===== src/rtl/spi_ram_pkg.sv =====
// Shared definitions for the serial RAM master and its slave: FSM states,
// frame field widths and mode-bit encodings.
package spi_ram_pkg;

    typedef enum logic [1:0] {
        IDLE  = 2'd0,
        SHIFT = 2'd1,
        HOLD  = 2'd2,
        GAP   = 2'd3
    } state_e;

    localparam int DUMMY_BITS = 1;
    localparam int MODE_BITS  = 1;
    localparam int ADDR_BITS  = 8;
    localparam int DATA_BITS  = 8;

    localparam logic MODE_READ  = 1'b0;
    localparam logic MODE_WRITE = 1'b1;

    // Bits before the first data bit of a write; reads add RD_LAT on top.
    localparam int HDR_BITS = DUMMY_BITS + MODE_BITS + ADDR_BITS;

endpackage


===== src/rtl/spi_ram_clkgen.sv =====
// Serial clock generator: divides the system clock by 2*CLK_DIV while enabled
// and marks the cycles on which sclk rises or falls with one-cycle strobes.
module spi_ram_clkgen #(
    parameter int CLK_DIV = 4
) (
    input  logic clk,
    input  logic rst_n,
    input  logic en,
    output logic rise_stb,
    output logic fall_stb,
    output logic sclk_o
);

    localparam logic [7:0] PHASE_LAST = 8'(CLK_DIV - 1);

    logic [7:0] phase_q, phase_d;
    logic       sclk_q, sclk_d;
    logic       wrap;

    // NOTE: every output of a combinational block gets a default first; a
    // path that skips an assignment would otherwise infer a latch.
    always_comb begin
        wrap    = en && (phase_q == PHASE_LAST);
        phase_d = 8'd0;
        sclk_d  = 1'b0;
        if (en) begin
            phase_d = wrap ? 8'd0 : phase_q + 8'd1;
            sclk_d  = wrap ? ~sclk_q : sclk_q;
        end
    end

    // NOTE: state registers use non-blocking assignments so every flop
    // samples the pre-edge values, independent of statement order.
    always_ff @(posedge clk or negedge rst_n) begin
        if (!rst_n) begin
            phase_q <= 8'd0;
            sclk_q  <= 1'b0;
        end else begin
            phase_q <= phase_d;
            sclk_q  <= sclk_d;
        end
    end

    assign rise_stb = wrap && !sclk_q;
    assign fall_stb = wrap && sclk_q;
    assign sclk_o   = sclk_q;

    always_ff @(posedge clk) begin
        assert (CLK_DIV >= 2 && CLK_DIV <= 255)
            else $error("spi_ram_clkgen: CLK_DIV=%0d outside 2..255", CLK_DIV);
    end

endmodule


===== src/rtl/spi_ram_master.sv =====
// Valid/ready request to serial RAM frame bridge. Define SPI_RAM_MASTER_BURST_EN
// to add req_len and multi-byte frames with slave-side address increment.
module spi_ram_master
    import spi_ram_pkg::*;
#(
    parameter int CLK_DIV = 4,
    parameter int RD_LAT  = 2
) (
    input  logic       sys_clk,
    input  logic       sys_rst_n,
    input  logic       req_valid,
    output logic       req_ready,
    input  logic       req_wr,
    input  logic [7:0] req_addr,
    input  logic [7:0] req_wdata,
`ifdef SPI_RAM_MASTER_BURST_EN
    input  logic [7:0] req_len,
`endif
    output logic       rsp_valid,
    output logic [7:0] rsp_rdata,
    output logic       busy,
    output logic       cs_o,
    output logic       sclk_o,
    output logic       din_o,
    input  logic       dout_i
);

    localparam int         N_WR      = HDR_BITS + DATA_BITS;
    localparam int         N_RD      = N_WR + RD_LAT;
    localparam int         TX_W      = N_WR + 7;
    localparam logic [4:0] LAST_WR   = 5'(N_WR - 1);
    localparam logic [4:0] LAST_RD   = 5'(N_RD - 1);
    localparam logic [8:0] HOLD_LAST = 9'(CLK_DIV - 1);
    localparam logic [8:0] GAP_LAST  = 9'(2 * CLK_DIV - 1);

    state_e            state_q, state_d;
    logic [4:0]        bit_q, bit_d;
    logic [8:0]        tmr_q, tmr_d;
    logic [TX_W-1:0]   tx_q, tx_d;
    logic              wr_q, wr_d;
    logic [7:0]        shadow_q, shadow_d;
    logic [7:0]        rdata_q, rdata_d;
    logic              rsp_valid_q, rsp_valid_d;
    logic              cs_q, cs_d;
    logic [4:0]        last_bit;
    logic [4:0]        first_data_bit;
    logic              more_bytes;
    logic              rise_stb, fall_stb;

`ifdef SPI_RAM_MASTER_BURST_EN
    logic [7:0] len_q, len_d;
    assign more_bytes = (len_q != 8'd0);
`else
    assign more_bytes = 1'b0;
`endif

    spi_ram_clkgen #(.CLK_DIV(CLK_DIV)) u_clkgen (
        .clk      (sys_clk),
        .rst_n    (sys_rst_n),
        .en       (state_q == SHIFT),
        .rise_stb (rise_stb),
        .fall_stb (fall_stb),
        .sclk_o   (sclk_o)
    );

    always_comb begin
        state_d     = state_q;
        bit_d       = bit_q;
        tmr_d       = tmr_q;
        tx_d        = tx_q;
        wr_d        = wr_q;
        shadow_d    = shadow_q;
        rdata_d     = rdata_q;
        rsp_valid_d = 1'b0;
`ifdef SPI_RAM_MASTER_BURST_EN
        len_d       = len_q;
`endif
        last_bit       = (wr_q == MODE_WRITE) ? LAST_WR : LAST_RD;
        first_data_bit = last_bit - 5'd7;

        case (state_q)
            IDLE: begin
                if (req_valid) begin
                    state_d = SHIFT;
                    wr_d    = req_wr;
                    bit_d   = 5'd0;
                    // Read frames carry zeros through the latency and data bits.
                    tx_d    = {1'b0, req_wr, req_addr,
                               (req_wr == MODE_WRITE) ? req_wdata : 8'h00, 7'b0};
`ifdef SPI_RAM_MASTER_BURST_EN
                    len_d   = req_len;
`endif
                end
            end
            SHIFT: begin
`ifdef SPI_RAM_MASTER_BURST_EN
                // Next burst write byte is taken on the response cycle, while sclk is low.
                if (rsp_valid_q && wr_q == MODE_WRITE)
                    tx_d = {req_wdata, {(TX_W - 8){1'b0}}};
`endif
                if (fall_stb) begin
                    tx_d = tx_q << 1;
                    if (wr_q == MODE_READ && bit_q >= first_data_bit)
                        shadow_d = {shadow_q[6:0], dout_i};
                    if (bit_q == last_bit) begin
                        if (more_bytes) begin
                            bit_d       = first_data_bit;
                            rsp_valid_d = 1'b1;
                            if (wr_q == MODE_READ)
                                rdata_d = shadow_d;
`ifdef SPI_RAM_MASTER_BURST_EN
                            len_d       = len_q - 8'd1;
`endif
                        end else begin
                            state_d = HOLD;
                            tmr_d   = 9'd0;
                        end
                    end else begin
                        bit_d = bit_q + 5'd1;
                    end
                end
            end
            HOLD: begin
                if (tmr_q == HOLD_LAST) begin
                    state_d     = GAP;
                    tmr_d       = 9'd0;
                    rsp_valid_d = 1'b1;
                    if (wr_q == MODE_READ)
                        rdata_d = shadow_q;
                end else begin
                    tmr_d = tmr_q + 9'd1;
                end
            end
            GAP: begin
                if (tmr_q == GAP_LAST) begin
                    state_d = IDLE;
                    tmr_d   = 9'd0;
                end else begin
                    tmr_d = tmr_q + 9'd1;
                end
            end
            default: state_d = IDLE;
        endcase

        cs_d = !(state_d == SHIFT || state_d == HOLD);
    end

    always_ff @(posedge sys_clk or negedge sys_rst_n) begin
        if (!sys_rst_n) begin
            state_q     <= IDLE;
            bit_q       <= 5'd0;
            tmr_q       <= 9'd0;
            tx_q        <= '0;
            wr_q        <= 1'b0;
            shadow_q    <= 8'h00;
            rdata_q     <= 8'h00;
            rsp_valid_q <= 1'b0;
            cs_q        <= 1'b1;
`ifdef SPI_RAM_MASTER_BURST_EN
            len_q       <= 8'd0;
`endif
        end else begin
            state_q     <= state_d;
            bit_q       <= bit_d;
            tmr_q       <= tmr_d;
            tx_q        <= tx_d;
            wr_q        <= wr_d;
            shadow_q    <= shadow_d;
            rdata_q     <= rdata_d;
            rsp_valid_q <= rsp_valid_d;
            cs_q        <= cs_d;
`ifdef SPI_RAM_MASTER_BURST_EN
            len_q       <= len_d;
`endif
        end
    end

    always_ff @(posedge sys_clk) begin
        assert (!(rise_stb && fall_stb))
            else $error("spi_ram_master: sclk rise and fall strobes coincide");
        assert (RD_LAT >= 0 && RD_LAT <= 7)
            else $error("spi_ram_master: RD_LAT=%0d outside 0..7", RD_LAT);
    end

    assign req_ready = (state_q == IDLE);
    assign busy      = (state_q == SHIFT) || (state_q == HOLD);
    assign rsp_valid = rsp_valid_q;
    assign rsp_rdata = rdata_q;
    assign cs_o      = cs_q;
    assign din_o     = tx_q[TX_W-1];

endmodule


===== config.mk =====
export PLATFORM = sky130hd
export DESIGN_NAME = spi_ram_master
export DESIGN_NICKNAME = d
export VERILOG_FILES = /design/src/rtl/spi_ram_pkg.sv /design/src/rtl/spi_ram_clkgen.sv /design/src/rtl/spi_ram_master.sv
export SDC_FILE = /design/constraint.sdc
export NUM_CORES = 1
export LEC_CHECK = 0
export CAP_MARGIN = 20
export CORE_MARGIN = 2
export CORE_UTILIZATION = 38
export CTS_CLUSTER_SIZE = 30
export DETAILED_ROUTE_END_ITERATION = 6
export GPL_ROUTABILITY_DRIVEN = 0
export HOLD_SLACK_MARGIN = 0.1
export PLACE_DENSITY = 0.56
export SETUP_SLACK_MARGIN = 0.15
export SYNTH_ARGS = -nofsm -noshare
export SYNTH_HDL_FRONTEND = slang
export SYNTH_HIERARCHICAL = 1
export SYNTH_SLANG_ARGS = --single-unit

===== constraint.sdc =====
create_clock -name sys_clk -period 2.9 [get_ports sys_clk]
set_clock_uncertainty 0.05 [all_clocks]
set_input_delay 0.29 -clock sys_clk [delete_from_list [all_inputs] [get_ports sys_clk]]
set_output_delay 0.29 -clock sys_clk [all_outputs]
set_load 0.01 [all_outputs]

==> run notes <==
Results of the implementation run.

The number of I/O port buffers came out at 34. The power density over the cells is slightly above 800 nW/um^2. Across all hold checks on the routed design, the worst slack comes to ~0.43 ns. The standby leakage power came out at between 1.5 and 2 nW. The total clock sinks is between 60 and 70. After layout, the worst setup slack is 0.381 ns. The average instance area after synthesis is 10.5 sq um.

The switching portion of total power comes to 0.325. The floorplan step defined a core boundary enclosing between 7000 and 8000 sq um. The routed layout reports a DRC error count of 0.

The worst slack after detailed placement is ~0.32 ns. The half-perimeter wire length after detailed placement came out at ~3700 microns. The number of instances in the placed design came out at between 400 and 500. Warnings raised by the tools during the run amount to 30. The minimum period implied by the final worst setup slack came out at ~2.5 ns.

The leftover overflow at the end of global routing is 0. In this run the clock root is driven by a clkbuf_8. The power in combinational cells is about 0.94 mW. The power spent charging and discharging nets is about 0.99 mW. The via count of the first global-routing pass is about 2,200.

Derived from the worst setup path, the maximum achievable clock frequency is 397 MHz. The number of non-filler instances in the completed layout is between 400 and 500. The class of the tightest hold or removal check is in2async. Per the skew report, the later register of the worst-skew pair sees a clock latency of 0.33 ns. The yosys synthesis warning count came out at 6. Across the run, the number of max-cap violations was 0. For this sky-water flow run, the detailed-routed wirelength per cell is reported as 12.7 microns. The worst slew margin relative to its limit is 0.583.

After filler insertion, the fill cell instance count of the layout stands at 718. The combinational share of power came out at 0.310. The category of the critical setup timing path is reg2reg.

The run finished with clean final reports. The proportion of power drawn by the clock network is 0.290. Synthesis produced a netlist whose cell count is roughly 290. The post-route standard cell area excluding fillers is 3760 sq um. The post-CTS resize count came out at 0.

For this run, the post-layout net count is approximately 360. The final tally of setup violations is 0. The arrival time of the worst setup path came out at between 2 and 3 ns. The flow measured a signed area growth from synthesis to layout of 23.8%. The number of nets handed over by synthesis was approximately 320. The overall routing resource usage came out at 0.146.

The worst ir drop on vdd came out at 438 uV. The vertical die dimension reported for this design is ~93 microns. The total vias in the final route came out at between 2,000 and 2,500.

The die is 93.3 microns wide. The cell count of the worst reg-to-reg path is 7. The via density per instance came out at approximately 5.0.

The number of I/O pins came out at 35. The relative contribution of sequential cells to total power came out at 0.400. The H-tree was split into 3 levels. The group that draws the most power in this run is sequential cells. The sum of negative setup slack came out at 0 ns. The TritonCTS clock tree is yes.

The number of pins with negative max-slew slack in the final report came out at 0. Following the worst setup path forward leads to its endpoint at shadow_q[6]. The effective utilization at floorplan came out at 0.392. After detailed placement, the total cell area comes to between 3000 and 4000 sq um. The first global-routing pass estimated about 10,000 microns of wire. The launch point of the worst path is u_clkgen/phase_q[0].

The number of iterations in the first detailed-routing pass came out at 4. The initial antenna violation count came to 0. The worst setup path is captured at a register.

The actual slew at the worst max-slew pin came out at between 0.6 and 0.7 ns. The antenna diode count came out at 0. The fraction of the cycle the final worst path needs came out at 0.869.

STA classifies the critical path startpoint as a register. Entering global routing, the biggest net connects 63 pins. Setup repair after global routing left no endpoint under its margin. The maximum net fanout on the critical path is 8. The number of rows created at floorplan is 32.

The beginning of the worst register-to-register path is u_clkgen/phase_q[0]. The terminus of the critical flop-to-flop path is shadow_q[6]. The cell area after synthesis came out at between 3000 and 4000 sq um. In this run, the number of DRC markers left after iteration 0 of detailed routing was 118. The setup slack of the most critical reg-to-reg path is 0.38 ns.

The required time of the critical path came out at between 3 and 4 ns. Per the OpenROAD floorplan log, the area of the die is between 8000 and 9000 sq um. The final timing report lists a hold violation count of 0. The ratio of cells with drive above 1 in the final layout is 0.159. The clock transition at the registers of the reported paths is ~0.07 ns.

The final wirelength is 5540 microns. The power consumption is 3.04 mW. The number of routed nets with antenna violations came out at 0. The internal power component is around 2 mW. No sink is reached through more buffers than the 2 on the longest clock path.
-- cells in the final DEF (no fill, tap or decap), types with 2 or more instances in the layout --
cell type,count
nand3_1,12
a21oi_1,30
or3_1,5
o22ai_1,7
dfrtp_1,61
clkdlybuf4s50_1,33
a22oi_1,7
bufinv_16,2
xnor2_1,4
xor2_1,2
a21o_1,2
inv_1,17
nor3_1,2
nand4_1,6
nand2b_1,3
and2_1,2
mux2_2,17
buf_4,6
nand2_1,13
clkbuf_8,12
nor2_1,28
o21ai_0,11
o21ai_1,3
ha_1,10
mux2i_1,12
-- repair_timing --
item                                   CTS  global route
setup endpoints to repair                0             8
hold buffers                             1             0
setup buffers                            0             0
endpoints found under the hold margin   61             0
-- state kept, by name, summed over array words and instances (netlist names) --
signal            count
cs_o                  1
rsp_valid             1
bit_q                 5
tx_q                 18
shadow_q              8
rsp_rdata             8
state_q               2
u_clkgen/sclk_o       1
u_clkgen/phase_q      8
tmr_q                 9
wr_q                  1
-- area by class of cell --
type | instances | area (sq um) | area share
Sequential cell | 62 | 1550 | 0.413
Timing Repair Buffer | 42 | 410 | 0.109
Clock inverter | 3 | 65.1 | 0.0173
Inverter | 17 | 63.8 | 0.0170
Multi-Input combinational cell | 197 | 1370 | 0.364
Tap cell | 102 | 128 | 0.0340
Clock buffer | 13 | 169 | 0.0450
-- routing by layer --
layer  track usage  wire [microns]  up-vias
li1              -               -     1102
met1         0.207            2870     1011
met2         0.206            2360       40
met3        0.0330             206        9
met4        0.0772             102        0
met5             0               0        -
-- critical path, stage by stage, from the launching register on --
cell and delay (ns):
dfrtp_1 0.41, ha_1 0.20, or4b_4 0.48, nor4_1 0.23, buf_4 0.17, nand2_1 0.08, a211oi_4 0.40, mux2_2 0.39
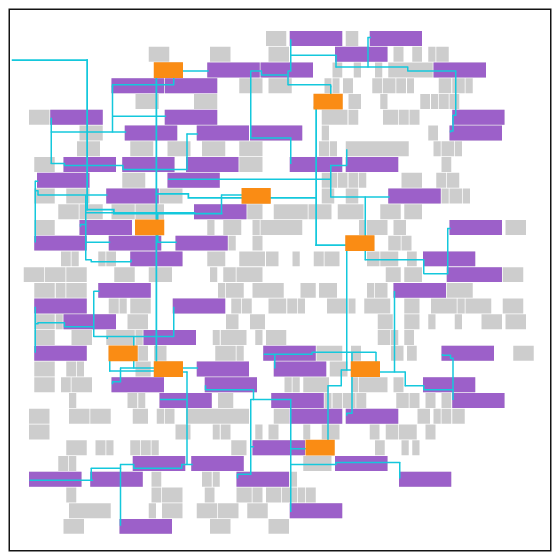
(images/clock_map.png)
flip-flops -> purple  # count 62
clock wires -> cyan  # length 880 microns
cells driving clock nets -> orange  # count 9
flops lie = spread over the die
routed clock nets = 10

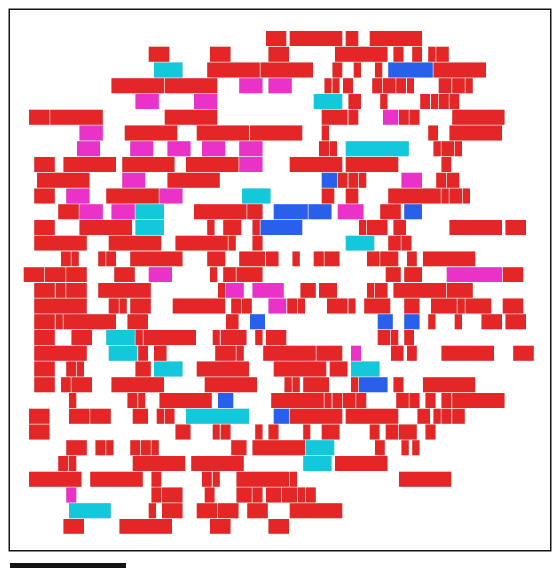
(images/drive_strength.png)
Bar = 20 microns.
drive 3 to 4 -> blue  # cells 12, most used buf_4
drive 6 and up -> cyan  # cells 15, most used clkbuf_8
drive 1 or less -> red  # cells 281, most used dfrtp_1
drive 2 -> magenta  # cells 26, most used mux2_2

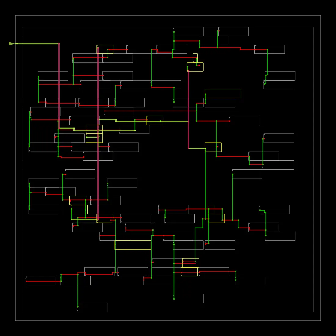
(images/final_clocks.png)
clock network power consumption: 0.881 mW
Inserted Clock Buffers: 9

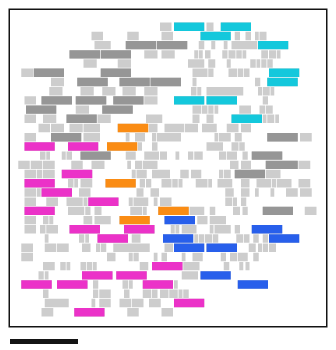
(images/registers.png)
Bar = 20 microns. Other sequential cells in the stronger grey, the rest of the logic in the fainter grey.
tx_q -> magenta  # placed flops 18
u_clkgen/phase_q -> blue  # placed flops 8
bit_q -> orange  # placed flops 5, where middle
tmr_q -> cyan  # placed flops 9
share of the core filled with cells: 0.486
combined flip-flop and latch cell area: 1550 sq um
share of the final layout cell area in sequential cells: 0.413
power drawn by the sequential cells: 1.21 mW

Power and IR drop assume default switching activity.
